**Signal wires on met4**

Scale bar: 50 um.
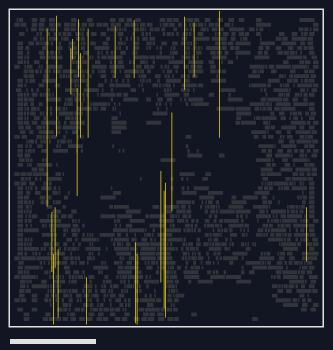
**Routing congestion map**

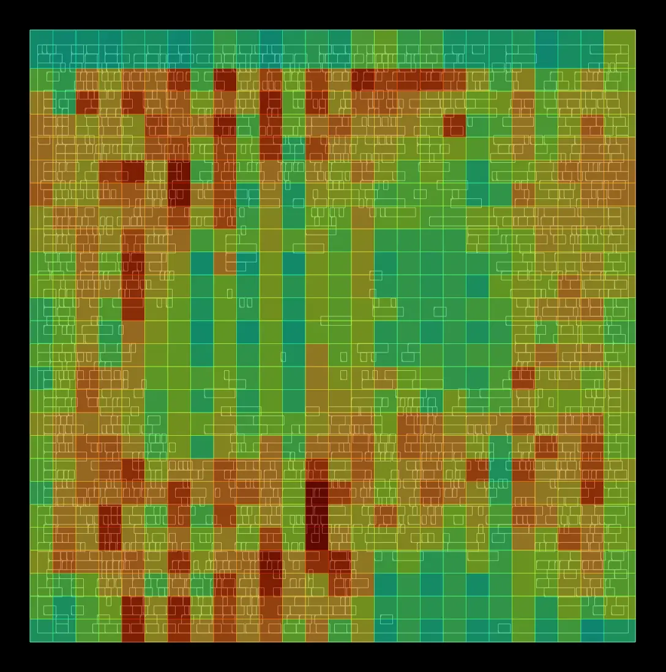
**The metal 2 layer**

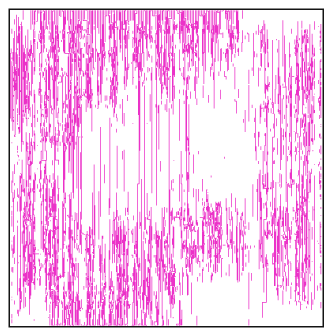
File: src/rtl/mult_arbiter.sv
// Round-robin arbiter that time-shares one 32x32 multiplier among NUM_REQ
// requesters, with a per-operation timeout and a one-cycle response strobe.
module mult_arbiter #(
  parameter int NUM_REQ = 4,
  parameter int TIMEOUT = 255
) (
  input  logic                   clk,
  input  logic                   rst,
  input  logic [NUM_REQ-1:0]     req_valid,
  input  logic [NUM_REQ*32-1:0]  req_a,
  input  logic [NUM_REQ*32-1:0]  req_b,
  output logic [NUM_REQ-1:0]     req_ready,
  output logic                   rsp_valid,
  output logic [2:0]             rsp_id,
  output logic [63:0]            rsp_data,
  output logic                   rsp_err,
  output logic [31:0]            mult_multiplicand,
  output logic [31:0]            mult_multiplier,
  output logic                   mult_enable,
  input  logic [63:0]            mult_result,
  input  logic                   mult_done
);
  typedef enum logic [1:0] {S_IDLE, S_BUSY, S_RESP} state_e;

  localparam logic [15:0] TO_LIM = 16'(TIMEOUT);
  localparam logic [2:0]  LAST   = 3'(NUM_REQ - 1);

  state_e      state_q, state_d;
  logic [2:0]  ptr_q, ptr_d;
  logic [2:0]  idx_q, idx_d;
  logic [2:0]  rsp_id_q, rsp_id_d;
  logic [31:0] op_a_q, op_a_d;
  logic [31:0] op_b_q, op_b_d;
  logic [15:0] cnt_q, cnt_d;
  logic [63:0] rsp_data_q, rsp_data_d;
  logic        rsp_err_q, rsp_err_d;

  logic               any_req, found_hi;
  logic [2:0]         idx_hi, idx_lo, gnt_idx;
  logic [NUM_REQ-1:0] gnt_oh;
  logic [31:0]        sel_a, sel_b;

  // Round-robin pick: lowest valid index at or above ptr, else lowest valid overall.
  always_comb begin
    found_hi = 1'b0;
    idx_hi   = '0;
    idx_lo   = '0;
    for (int j = NUM_REQ - 1; j >= 0; j--) begin
      if (req_valid[j]) begin
        idx_lo = 3'(j);
        if (3'(j) >= ptr_q) begin
          idx_hi   = 3'(j);
          found_hi = 1'b1;
        end
      end
    end
    any_req = |req_valid;
    gnt_idx = found_hi ? idx_hi : idx_lo;
    gnt_oh  = '0;
    sel_a   = '0;
    sel_b   = '0;
    for (int j = 0; j < NUM_REQ; j++) begin
      if (3'(j) == gnt_idx) begin
        gnt_oh[j] = any_req;
        sel_a     = req_a[32*j +: 32];
        sel_b     = req_b[32*j +: 32];
      end
    end
  end

  always_ff @(posedge clk or negedge rst) begin
    if (!rst) begin
      state_q    <= S_IDLE;
      ptr_q      <= '0;
      idx_q      <= '0;
      rsp_id_q   <= '0;
      op_a_q     <= '0;
      op_b_q     <= '0;
      cnt_q      <= '0;
      rsp_data_q <= '0;
      rsp_err_q  <= 1'b0;
    end else begin
      state_q    <= state_d;
      ptr_q      <= ptr_d;
      idx_q      <= idx_d;
      rsp_id_q   <= rsp_id_d;
      op_a_q     <= op_a_d;
      op_b_q     <= op_b_d;
      cnt_q      <= cnt_d;
      rsp_data_q <= rsp_data_d;
      rsp_err_q  <= rsp_err_d;
    end
  end

  always_comb begin
    state_d    = state_q;
    ptr_d      = ptr_q;
    idx_d      = idx_q;
    rsp_id_d   = rsp_id_q;
    op_a_d     = op_a_q;
    op_b_d     = op_b_q;
    cnt_d      = cnt_q;
    rsp_data_d = rsp_data_q;
    rsp_err_d  = rsp_err_q;
    case (state_q)
      S_IDLE: begin
        if (any_req) begin
          state_d = S_BUSY;
          idx_d   = gnt_idx;
          op_a_d  = sel_a;
          op_b_d  = sel_b;
          cnt_d   = '0;
          ptr_d   = (gnt_idx == LAST) ? 3'd0 : gnt_idx + 3'd1;
        end
      end
      S_BUSY: begin
        if (mult_done) begin
          state_d    = S_RESP;
          rsp_data_d = mult_result;
          rsp_err_d  = 1'b0;
          rsp_id_d   = idx_q;
        end else begin
          // Saturating count; never wraps back below the limit.
          if (cnt_q != 16'hFFFF) cnt_d = cnt_q + 16'd1;
          if (cnt_d >= TO_LIM) begin
            state_d    = S_RESP;
            rsp_data_d = '0;
            rsp_err_d  = 1'b1;
            rsp_id_d   = idx_q;
          end
        end
      end
      S_RESP:  state_d = S_IDLE;
      default: state_d = S_IDLE;
    endcase
  end

  // Grant is combinational in IDLE; masked while reset is held.
  always_comb begin
    req_ready   = (state_q == S_IDLE && rst) ? gnt_oh : '0;
    mult_enable = (state_q == S_BUSY);
    rsp_valid   = (state_q == S_RESP);
  end

  assign rsp_id            = rsp_id_q;
  assign rsp_data          = rsp_data_q;
  assign rsp_err           = rsp_err_q;
  assign mult_multiplicand = op_a_q;
  assign mult_multiplier   = op_b_q;

endmodule

File: config.mk
export PLATFORM = sky130hd
export DESIGN_NAME = mult_arbiter
export DESIGN_NICKNAME = d
export VERILOG_FILES = /design/src/rtl/mult_arbiter.sv
export SDC_FILE = /design/constraint.sdc
export NUM_CORES = 1
export LEC_CHECK = 0
export CAP_MARGIN = 30
export CORE_AREA = 2 2 180 182
export CTS_CLUSTER_SIZE = 25
export DETAILED_ROUTE_END_ITERATION = 8
export DIE_AREA = 0 0 182 184
export GPL_TIMING_DRIVEN = 0
export HOLD_SLACK_MARGIN = 0.15
export PLACE_DENSITY = 0.67
export SYNTH_ARGS = -nofsm -noshare
export SYNTH_HDL_FRONTEND = slang
export SYNTH_SLANG_ARGS = --single-unit
File: constraint.sdc
create_clock -name clk -period 3.3 [get_ports clk]
set_input_delay 0.66 -clock clk [delete_from_list [all_inputs] [get_ports clk]]
set_output_delay 0.66 -clock clk [all_outputs]
set_load 0.01 [all_outputs]
==> impl_metrics.ini <==
; synthesis and place-and-route metrics
[outcome]
status = complete, no violations

[timing]
worst_pin_slew_ps = 745
timing_hold_violations_final = 0
fin_setup_tns_ps = 0
fmax_mhz = 308
setup_viol = 0
whs_ps = 157

[pwr]
leakage_nw = 6.09
ir_drop_uv = 309

[finish]
area.growth.synth_to_final_pct = 67.9
nets = 1933
final_cell_mix = clkdlybuf4s50_1, a21oi_1, nand2_1

[min_path]
min_path_type = input port to async pin

[worst_setup_path]
crit_family = buffers and inverters
critPathArrivalTime_ps = 2580
end_kind = output pin
path_class = input port to output pin
slowest_delay_ps = 260
cpMaxStageDelayCell = dlygate4sd2_1
worst_setup_path_start_kind = input port

[global_routing]
grt_pass1_wl_um = 59700
grt_max_degree = 95
grt_overflow = 0
grt_pass1_vias = 10300

[clock_tree]
clock-root-buffer = clkbuf_16
cts_max_path_buffers = 2
htree_levels = 4

[synthesis]
yosys_warnings = 0
avgSynthCellArea_um2 = 8.05
postSynth.asyncResetShare = 1.00
ys_area_um2 = 8940
synth-seq-cells = 153

[floorplan]
die_y_um = 184
io_pins = 465
fp.coreArea_um2 = 31400

[routing]
drt_iter0_markers = 577
routed_via_density = 5.03
ant_nets = 0

[run]
warning_count = 29
cap_violations = 0
Back to the opening pictures, 'signal wires on met4':
share of all routed wire: 3.0%
main direction: vertical
longest straight run: 103 um
wire length on this layer: 1190 um
nets with wire on the layer: 25

Back to the opening pictures, 'routing congestion map':
Global Route Usage Sum: 0.233
met3 GRT Util: 0.0580
M2 GR Usage: 0.421
WL/cell: 20.0 um

Back to the opening pictures, 'the metal 2 layer':
share of all routed wire: 50%
nets with wire on the layer: 1600
wire length on this layer: 20.3 mm
longest straight run: 95.3 um
main direction: vertical
DR vias: 10.2k
total wire length: 40400 um

## power breakdown
group | internal [mW] | switching (mW)
Sequential | 2.67 | 0.577
Clock | 1.07 | 0.928
Combinational | 3.31 | 3.90
## flip-flops by register name (all words and copies together) (netlist names)
name               flops
rsp_data              64
mult_multiplicand     32
mult_multiplier       32
cnt_q                 16
idx_q                  2
ptr_q                  2
rsp_id                 2
state_q                2
rsp_err                1
## per-layer routing
layer	track usage	vias up	part of all wire
met1	0.271	4814	0.40
li1	-	4865	-
met4	0.0765	0	0.030
met3	0.0580	53	0.071
met2	0.421	431	0.50
met5	0	-	0
## layout make-up
type | count | area, um2
Inverter | 74 | 278
Buffer | 92 | 594
Clock inverter | 15 | 156
Multi-Input combinational cell | 790 | 4490
Fill cell | 3085 | 16400
Antenna cell | 3 | 7.51
Timing Repair Buffer | 473 | 4730
Sequential cell | 153 | 3830
Clock buffer | 17 | 425
Tap cell | 402 | 503
## worst reg2reg max path: stages (launching register included)
cell and delay (ps):
dfrtp_1 420, nor2_2 170, a21oi_2 40, nor2_1 110, a211oi_2 50, buf_4 180, inv_2 110, ha_4 170
clkbuf_1 480, buf_1 530, a21oi_1 80, a21oi_1 240, nor2_1 80, a21oi_1 140, o21ai_0 80
## synthesized netlist by cell type, types with 4 or more instances
cell type / instances
nor2b_1: 4
buf_12: 4
o21ai_0: 106
nand3b_1: 62
a31oi_1: 6
nand4_1: 4
dfrtp_1: 153
buf_2: 6
clkbuf_1: 74
nand3_1: 9
ha_1: 5
a21oi_1: 198
nor2_1: 76
inv_1: 73
and4_1: 4
buf_1: 6
nand2_1: 154
mux2i_1: 6
a22oi_1: 64
o21ai_2: 40
and3_1: 7
## kinds of logic after synthesis
| family | share of synthesized area |
|---|---|
| mux | 0.00798 |
| xor+xnor | 0.00196 |
| simple gates | 0.183 |
| other cells | 0.000419 |
| fa+ha+maj | 0.00700 |
| buf+inv | 0.0799 |
| flops | 0.428 |
| compound gates | 0.291 |
## per-stage QoR
step | instance area, um2 | power, mW | util | setup WS (ps) | instances
after global placement | 14100 | 10.1 | 0.448 | -5310 | 1975
final | 15000 | 12.5 | 0.478 | 55.4 | 2019
after detailed placement | 14100 | 10.2 | 0.450 | -2190 | 1977
after global routing | 15000 | 13.4 | 0.478 | -6.55 | 2019
after CTS | 15000 | 12.6 | 0.478 | 72.6 | 2015
after floorplan | 8940 | 6.77 | - | 99.5 | 1110
## path summary, 6_finish.rpt
kind	from	end	slack (ps)	cells past startpoint
setup / recovery	req_valid[0]	req_ready[1]	60	13
hold / removal	rst	rsp_data[24]	160	1
setup reg to reg	ptr_q[0]	mult_multiplicand[6]	300	14
hold reg to reg	mult_multiplicand[2]	mult_multiplicand[2]	480	2
max in group asynchronous	rst	mult_multiplier[30]	2220	2
min in group clk	mult_multiplicand[2]	mult_multiplicand[2]	480	2
## repair_timing
action / in CTS / in global routing
gates resized: 68 / 1
pin swaps: 5 / 0
endpoints found under the setup margin: 69 / 3
cloned: 0 / 0
endpoints found under the hold margin: 0 / 0
setup buffers: 7 / 1
No activity file was given, so power comes from the tool's default toggle rates.
